Fig. 1: wire density map
Drawn at 1.5 px/um. 22 x 22 tiles, from dark blue (low) to red (high), scaled to the fullest tile. Values are wire area over tile area, all layers added.
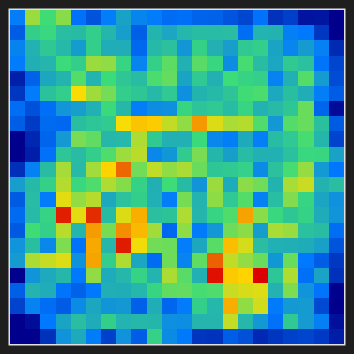
Fig. 2: I/O pins on the die edge
Drawn at 2 px/um. Pins as bars across the die edge, other pins in grey.
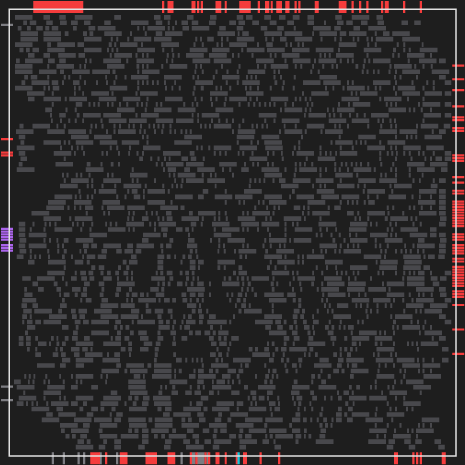
Fig. 3: routing congestion map
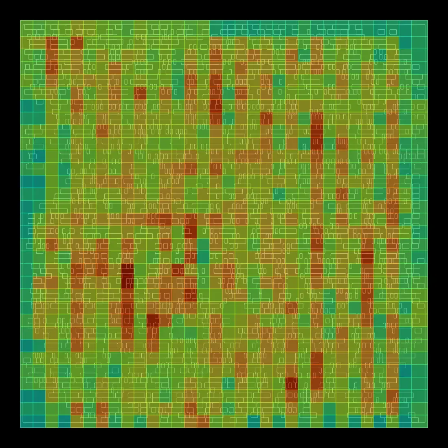
Fig. 4: M3 wires
Drawn at 2 px/um.
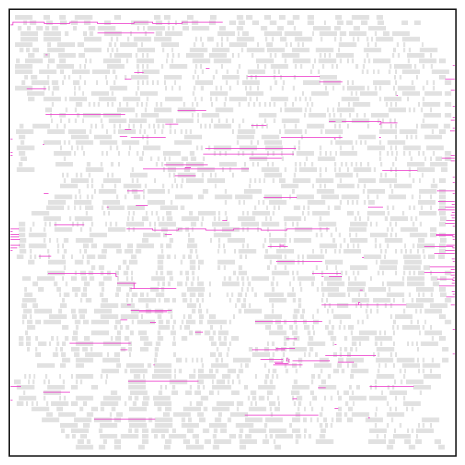
Fig. 5: met2 routing
Drawn at 2 px/um.
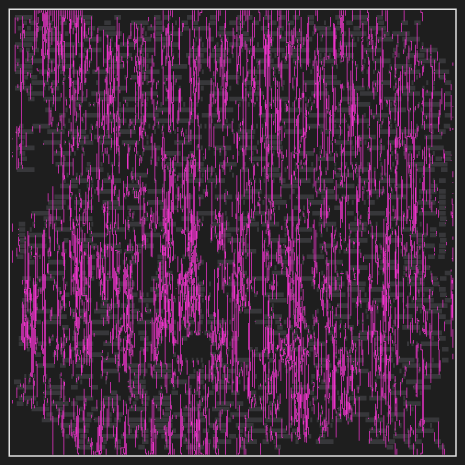
$ cat src/rtl/ip_pkg.sv
// Shared IPv4 definitions: header layout, checksum folding and the header acceptance predicate.
package ip_pkg;

    typedef struct packed {
        logic [3:0]  version;
        logic [3:0]  ihl;
        logic [7:0]  tos;
        logic [15:0] tot_len;
        logic [15:0] id;
        logic [15:0] frag_off;
        logic [7:0]  ttl;
        logic [7:0]  protocol;
        logic [15:0] check;
        logic [31:0] saddr;
        logic [31:0] daddr;
    } iphdr;

    localparam logic [7:0]  IP4_PROTO_UDP  = 8'h11;
    localparam logic [3:0]  IPVERSION      = 4'd4;
    localparam int          IP_HDR_DEFLEN  = 20;
    localparam logic [3:0]  IP_HDR_IHL     = 4'd5;
    localparam logic [15:0] IP_MIN_TOT_LEN = 16'd28;

    typedef enum logic [1:0] {
        ST_HDR     = 2'd0,
        ST_CHECK   = 2'd1,
        ST_PAYLOAD = 2'd2,
        ST_DROP    = 2'd3
    } rx_state_e;

    // A 20-byte header sums to at most 10*16'hFFFF, so one fold of the carry byte suffices.
    function automatic logic [15:0] ip_checksum0(input logic [23:0] sum);
        return sum[15:0] + {8'h00, sum[23:16]};
    endfunction

    function automatic logic [15:0] ip_checksum1(input logic [23:0] sum);
        return ~ip_checksum0(sum);
    endfunction

    function automatic logic ip_hdr_ok(input iphdr       h,
                                       input logic [15:0] csum,
                                       input logic        chk_daddr,
                                       input logic [31:0] local_addr);
        return (csum == 16'h0000) &&
               (h.version == IPVERSION) &&
               (h.ihl == IP_HDR_IHL) &&
               (h.protocol == IP4_PROTO_UDP) &&
               (h.tot_len >= IP_MIN_TOT_LEN) &&
               (!chk_daddr || (h.daddr == local_addr));
    endfunction

endpackage

$ cat src/rtl/ip_csum_acc.sv
// 16-bit word adder into a 24-bit accumulator; exposes the folded, complemented checksum.
module ip_csum_acc
    import ip_pkg::*;
(
    input  logic        clk,
    input  logic        rst,
    input  logic        clr,
    input  logic        add,
    input  logic [15:0] word,
    output logic [23:0] sum,
    output logic [15:0] csum
);

    logic [23:0] sum_d;
    logic [23:0] sum_q;

    // Clear has priority so a new header never inherits a stale partial sum.
    always_comb begin
        sum_d = sum_q;
        if (clr) begin
            sum_d = 24'h00_0000;
        end else if (add) begin
            sum_d = sum_q + {8'h00, word};
        end else begin
            sum_d = sum_q;
        end
    end

    // Accumulator register
    always_ff @(posedge clk or posedge rst) begin
        if (rst) begin
            sum_q <= 24'h00_0000;
        end else begin
            sum_q <= sum_d;
        end
    end

    assign sum  = sum_q;
    assign csum = ip_checksum1(sum_q);

endmodule

$ cat src/rtl/ip_rx_filter.sv
// RX IPv4 header filter: assembles and checks the header, forwards tot_len-20 payload bytes.
// Optional statistics counters are enabled with `define IP_RX_FILTER_STATS_EN.
module ip_rx_filter
    import ip_pkg::*;
#(
    parameter logic [31:0] LOCAL_ADDR  = 32'hC0A8_0165,
    parameter bit          CHECK_DADDR = 1'b1
) (
    input  logic        clk156,
    input  logic        eth_rst,
    input  logic [7:0]  s_tdata,
    input  logic        s_tvalid,
    output logic        s_tready,
    input  logic        s_tlast,
    output logic [7:0]  m_tdata,
    output logic        m_tvalid,
    input  logic        m_tready,
    output logic        m_tlast,
    output iphdr        hdr,
    output logic        hdr_valid,
    output logic        len_err
`ifdef IP_RX_FILTER_STATS_EN
    ,
    output logic [31:0] stat_ok,
    output logic [31:0] stat_bad,
    output logic [31:0] stat_runt
`endif
);

    rx_state_e    state_q, state_d;
    logic [159:0] shift_q, shift_d;
    logic [4:0]   cnt_q, cnt_d;
    logic [15:0]  rem_q, rem_d;
    iphdr         hdr_q, hdr_d;
    logic         hdr_valid_q, hdr_valid_d;
    logic         len_err_q, len_err_d;
    logic         m_tvalid_q, m_tvalid_d;
    logic         m_tlast_q, m_tlast_d;
    logic [7:0]   m_tdata_q, m_tdata_d;

    logic         ready_s;
    logic         s_fire_s;
    logic         csum_clr_s;
    logic         csum_add_s;
    logic         runt_s;
    logic         bad_s;
    logic [23:0]  sum_s;
    logic [15:0]  csum_s;

    ip_csum_acc u_csum (
        .clk  (clk156),
        .rst  (eth_rst),
        .clr  (csum_clr_s),
        .add  (csum_add_s),
        .word ({shift_q[7:0], s_tdata}),
        .sum  (sum_s),
        .csum (csum_s)
    );

    // Input ready per state; held low while reset is asserted.
    always_comb begin
        case (state_q)
            ST_HDR:     ready_s = 1'b1;
            ST_CHECK:   ready_s = 1'b0;
            ST_PAYLOAD: ready_s = !m_tvalid_q || m_tready;
            ST_DROP:    ready_s = 1'b1;
            default:    ready_s = 1'b0;
        endcase
    end

    assign s_tready = ready_s & ~eth_rst;
    assign s_fire_s = s_tvalid & s_tready;

    // Next-state and datapath for the header/check/payload/drop sequence.
    always_comb begin
        state_d     = state_q;
        shift_d     = shift_q;
        cnt_d       = cnt_q;
        rem_d       = rem_q;
        hdr_d       = hdr_q;
        hdr_valid_d = 1'b0;
        len_err_d   = 1'b0;
        m_tdata_d   = m_tdata_q;
        m_tlast_d   = m_tlast_q;
        csum_clr_s  = 1'b0;
        csum_add_s  = 1'b0;
        runt_s      = 1'b0;
        bad_s       = 1'b0;

        if (m_tvalid_q && m_tready) begin
            m_tvalid_d = 1'b0;
        end else begin
            m_tvalid_d = m_tvalid_q;
        end

        case (state_q)
            ST_HDR: begin
                if (s_fire_s) begin
                    shift_d    = {shift_q[151:0], s_tdata};
                    cnt_d      = cnt_q + 5'd1;
                    csum_add_s = cnt_q[0];
                    if (s_tlast) begin
                        // A frame ending at or before byte 20 has no payload to forward.
                        cnt_d      = 5'd0;
                        csum_clr_s = 1'b1;
                        state_d    = ST_HDR;
                        if (cnt_q == 5'(IP_HDR_DEFLEN - 1)) begin
                            bad_s = 1'b1;
                        end else begin
                            runt_s = 1'b1;
                        end
                    end else if (cnt_q == 5'(IP_HDR_DEFLEN - 1)) begin
                        cnt_d   = 5'd0;
                        state_d = ST_CHECK;
                    end else begin
                        state_d = ST_HDR;
                    end
                end else begin
                    state_d = ST_HDR;
                end
            end
            ST_CHECK: begin
                csum_clr_s = 1'b1;
                if (ip_hdr_ok(iphdr'(shift_q), csum_s, CHECK_DADDR, LOCAL_ADDR)) begin
                    hdr_d       = iphdr'(shift_q);
                    hdr_valid_d = 1'b1;
                    rem_d       = shift_q[143:128] - 16'(IP_HDR_DEFLEN);
                    state_d     = ST_PAYLOAD;
                end else begin
                    bad_s   = 1'b1;
                    state_d = ST_DROP;
                end
            end
            ST_PAYLOAD: begin
                if (s_fire_s) begin
                    m_tvalid_d = 1'b1;
                    m_tdata_d  = s_tdata;
                    rem_d      = rem_q - 16'd1;
                    if (rem_q == 16'd1) begin
                        m_tlast_d = 1'b1;
                        state_d   = s_tlast ? ST_HDR : ST_DROP;
                    end else if (s_tlast) begin
                        m_tlast_d = 1'b1;
                        len_err_d = 1'b1;
                        state_d   = ST_HDR;
                    end else begin
                        m_tlast_d = 1'b0;
                        state_d   = ST_PAYLOAD;
                    end
                end else begin
                    state_d = ST_PAYLOAD;
                end
            end
            ST_DROP: begin
                if (s_fire_s && s_tlast) begin
                    state_d = ST_HDR;
                end else begin
                    state_d = ST_DROP;
                end
            end
            default: begin
                state_d = ST_HDR;
            end
        endcase
    end

    // Main state and output registers
    always_ff @(posedge clk156 or posedge eth_rst) begin
        if (eth_rst) begin
            state_q     <= ST_HDR;
            shift_q     <= 160'd0;
            cnt_q       <= 5'd0;
            rem_q       <= 16'd0;
            hdr_q       <= '0;
            hdr_valid_q <= 1'b0;
            len_err_q   <= 1'b0;
            m_tvalid_q  <= 1'b0;
            m_tlast_q   <= 1'b0;
            m_tdata_q   <= 8'h00;
        end else begin
            state_q     <= state_d;
            shift_q     <= shift_d;
            cnt_q       <= cnt_d;
            rem_q       <= rem_d;
            hdr_q       <= hdr_d;
            hdr_valid_q <= hdr_valid_d;
            len_err_q   <= len_err_d;
            m_tvalid_q  <= m_tvalid_d;
            m_tlast_q   <= m_tlast_d;
            m_tdata_q   <= m_tdata_d;
        end
    end

    assign m_tdata   = m_tdata_q;
    assign m_tvalid  = m_tvalid_q;
    assign m_tlast   = m_tlast_q;
    assign hdr       = hdr_q;
    assign hdr_valid = hdr_valid_q;
    assign len_err   = len_err_q;

`ifdef IP_RX_FILTER_STATS_EN
    logic [31:0] stat_ok_q, stat_ok_d;
    logic [31:0] stat_bad_q, stat_bad_d;
    logic [31:0] stat_runt_q, stat_runt_d;

    // Free-running event counters, wrapping naturally at 2^32.
    always_comb begin
        stat_ok_d   = stat_ok_q;
        stat_bad_d  = stat_bad_q;
        stat_runt_d = stat_runt_q;
        if (hdr_valid_d) begin
            stat_ok_d = stat_ok_q + 32'd1;
        end else begin
            stat_ok_d = stat_ok_q;
        end
        if (bad_s) begin
            stat_bad_d = stat_bad_q + 32'd1;
        end else begin
            stat_bad_d = stat_bad_q;
        end
        if (runt_s) begin
            stat_runt_d = stat_runt_q + 32'd1;
        end else begin
            stat_runt_d = stat_runt_q;
        end
    end

    // Statistics registers
    always_ff @(posedge clk156 or posedge eth_rst) begin
        if (eth_rst) begin
            stat_ok_q   <= 32'd0;
            stat_bad_q  <= 32'd0;
            stat_runt_q <= 32'd0;
        end else begin
            stat_ok_q   <= stat_ok_d;
            stat_bad_q  <= stat_bad_d;
            stat_runt_q <= stat_runt_d;
        end
    end

    assign stat_ok   = stat_ok_q;
    assign stat_bad  = stat_bad_q;
    assign stat_runt = stat_runt_q;
`else
    logic stats_unused_s;
    assign stats_unused_s = bad_s ^ runt_s;
`endif

endmodule

$ cat config.mk
export PLATFORM = sky130hd
export DESIGN_NAME = ip_rx_filter
export DESIGN_NICKNAME = d
export VERILOG_FILES = /design/src/rtl/ip_pkg.sv /design/src/rtl/ip_csum_acc.sv /design/src/rtl/ip_rx_filter.sv
export SDC_FILE = /design/constraint.sdc
export NUM_CORES = 1
export LEC_CHECK = 0
export CAP_MARGIN = 0
export CELL_PAD_IN_SITES_DETAIL_PLACEMENT = 1
export CELL_PAD_IN_SITES_GLOBAL_PLACEMENT = 2
export CORE_MARGIN = 1
export CORE_UTILIZATION = 34
export CTS_CLUSTER_SIZE = 8
export DETAILED_ROUTE_END_ITERATION = 6
export GPL_ROUTABILITY_DRIVEN = 0
export GPL_TIMING_DRIVEN = 0
export PLACE_DENSITY_LB_ADDON = 0.1
export SYNTH_ARGS = -nofsm -noshare
export SYNTH_HDL_FRONTEND = slang
export SYNTH_SLANG_ARGS = --single-unit
export TNS_END_PERCENT = 1
$ cat constraint.sdc
create_clock -name clk156 -period 18.4 [get_ports clk156]
set_clock_uncertainty 0.2 [all_clocks]
set_input_delay 3.68 -clock clk156 [delete_from_list [all_inputs] [get_ports clk156]]
set_output_delay 3.68 -clock clk156 [all_outputs]
set_load 0.005 [all_outputs]
==> changes_impl.md <==
### Metrics

- Port bufs: 185
- Clk buf depth: 3
- Clock power share: 39.7%
- Metal2 WL: 23240 um
- Final Critical Period: 8.960 ns
- R2R depth: 13
- Startpoint Class: primary input
- Tool Warnings: 35
- Yosys cell count: 1839
- R2r setup slk: 13.24 ns
- Routed len/inst: 18.06 um
- Max-slew violations: 0
- Outcome: completed
- Non-CTS buffers: 277
- Largest net degree at the start of global routing: 117
- Placeable Area: 0.04785 mm2
- Worst hold path depth: 1
- Met1 wire length: 23100 um
- Critical path destination: s_tready
- PostCTS Resize Cnt: 0
- Leak: 10.50 nW
- Combinational Gates: 1345
- TritonRoute pass-1 iters: 5
- Placed cell areas: 0.01926 mm2
- Crit-path cells: clkdlybuf4s50_1, nand2b_1, a21boi_0, nor3_1, clkdlybuf4s50_1
- Register share of total power: 46.4%
- Ports: 186
- Nets: 2130
- Syn Area/Cell: 9.001 um2
- Total CTS buffers: 53
- Required time worst endpoint: 14.52 ns
- Share of flip-flops with an asynchronous set or reset: 100.0%
- Die Span Y: 222.6 um
- Layout cells sized above 1: 5.225%
- Synth cell count leaders: nand2_1 (891), dfrtp_1 (379), clkbuf_1 (69), o21ai_0 (49), nor2_1 (46)
- Main flop type: dfrtp_1
- Final WS setup: 9.440 ns
- RSZ-0062 raised after global routing: false
- Hold path endpoint: hdr[152]$_DFFE_PP0P_
- Top logic family: simple AND/OR/NAND/NOR gates
- Area growth, synth to finish: 24.95%
- Grt ovf: 0
- Switching Share: 28.65%
- Met3 WL: 1505 um
- Number of synthesized flops with an enable pin: 0
- Final Hold Fails: 0
- Number of ordinary inverters in the final layout: 26
- Ys flops: 379
- Fillers: 5585
- Root buf cell: clkbuf_16
- Drt total wl: 48780 um
- Adder Area Share: 2.736%
- Initial antenna violation count: 0
- Max_cap viols: 0
- Gate Area: 0.006598 mm2
- Crit-path max cell delay: 0.48 ns
- Pre-CTS setup slack: 9.416 ns
- Busiest grt layer: met2
- Cell with the most instances after synthesis: nand2_1
- Chip Area, Yosys: 0.01655 mm2
- P per Cell Area: 106.9 mW/mm2
- Worst skew pair latency: 0.60 ns
- Final antenna-violating net count: 0
- DR DRC count: 0
- Multi-input gate share of total cell area: 31.90%
- Actual slew at the worst max-slew pin: 1.317 ns
- Cells after Synth: 1839
- Setup Viol. Count Final: 0
- Vias/cell: 4.925
- Seq share, synth: 57.30%
- Max Clock Freq: 0.1116 GHz
- Yosys cell types: 70
- Seq cells: 379
- Worst-path clk slew: 0.05 ns
- Logic gate share of total power: 14.0%
- Global-route wire length before repair: 79080 um
- # hold bufs at CTS: 0
- Clock buf/inv share: 6.860%
- H-tree depth: 2
- Row Count: 80
- Inst Count DP: 2642
- And-or/or-and share of the synthesized area: 7.038%
- WP data arrival: 5.08 ns
- Synth mux share: 0.06047%
- Most common logic cells in the final layout: nand2_1 (891), dfrtp_1 (379), clkdlybuf4s50_1 (185)
- Hold/Removal Path Class: flop to flop
- Non-clock buffer share: 11.16%
- CP max-delay cell: clkdlybuf4s50_1
- Final setup TNS: 0 ns
- Critical path buffer and inverter count: 2
- Cell-internal power: 1.577 mW
- Comb pwr: 309 uW
- Flop area: 0.009484 mm2
- TritonCTS clock tree: done
- Fin util: 43.23%
- P_clk: 877 uW
- DRT iter0 DRCs: 682
- Min Hold Slack: 0.2602 ns
- Vias in the first global route: 13970
- Die ar.: 0.04957 mm2
- Pre-Place Util: 34.59%
- Most frequent CP cell: clkdlybuf4s50_1
- Number of cells on the critical path: 5
- Final period util: 48.70%
- Worst Setup End Kind: output port
- Clock sinks: 379
- Post-synth top area cell: dfrtp_1
- Highest metal layer with signal wires: met4
- Delay-heaviest family, CP: buffers and inverters
- Crit Path Max Fanout: 3
- Main area contributors: dfrtp_1 (57%), nand2_1 (20%), ha_1 (2.5%)
- Yosys warnings: 0
- GRT Total Usage: 20.17%
- Hold path start: hdr[152]$_DFFE_PP0P_
- Crit Path Category: primary input to output port
- Seq/total area: 45.86%
- Xor+xnor area frac: 1.693%
- HPWL after DPL: 34750 um
- Seq. pwr: 1.02 mW
- Met3 Usage GRT: 2.698%
- Finished Layout Cells: 2701
- Syn nets: 1887
- Top-area cell type share of the netlist area: 57.30%
- Biggest Area Class: flip-flops and latches
- Die width: 222.6 um
- Setup bufs post-CTS: 0
- Sw Pwr: 633.3 uW
- Biggest consumer: registers
- Vias: 13300
- Clkbuf count: 57
- Worst ir drop on vdd: 0.05857 mV
- Pwr Total: 2.210 mW
- Simple Share, Synth: 28.33%
- Antenna diodes: 0
- Launch point of the critical path: m_tready
- Relative slew slack: 12.02%
- Commonest Layout Cell: nand2_1
- Mapped Area: 0.01655 mm2
Back to the opening pictures, Fig. 1:
densest ninth of the die = centre
nearly empty tiles = 2.1%
tiles over half the peak = 27%
mean over tiles = 0.15
fullest tile = 0.37

Back to the opening pictures, Fig. 2:
hdr -> red  # pins 160, direction output, edge 70 top, 48 right, 39 bottom, 3 left
hdr_valid -> cyan  # pins 1, direction output, edge bottom
s_tdata -> purple  # pins 8, direction input, edge left
all pins by edge = 70 top, 54 bottom, 48 right, 14 left

Back to the opening pictures, Fig. 3:
met1 usage: 27.78%
global-route track usage on met2: 33.23%

Back to the opening pictures, Fig. 4:
nets with wire on the layer = 98
share of all routed wire = 3.1%

Back to the opening pictures, Fig. 5:
main direction = vertical
longest straight run = 109 um

Power is estimated from default activity; no workload was simulated.
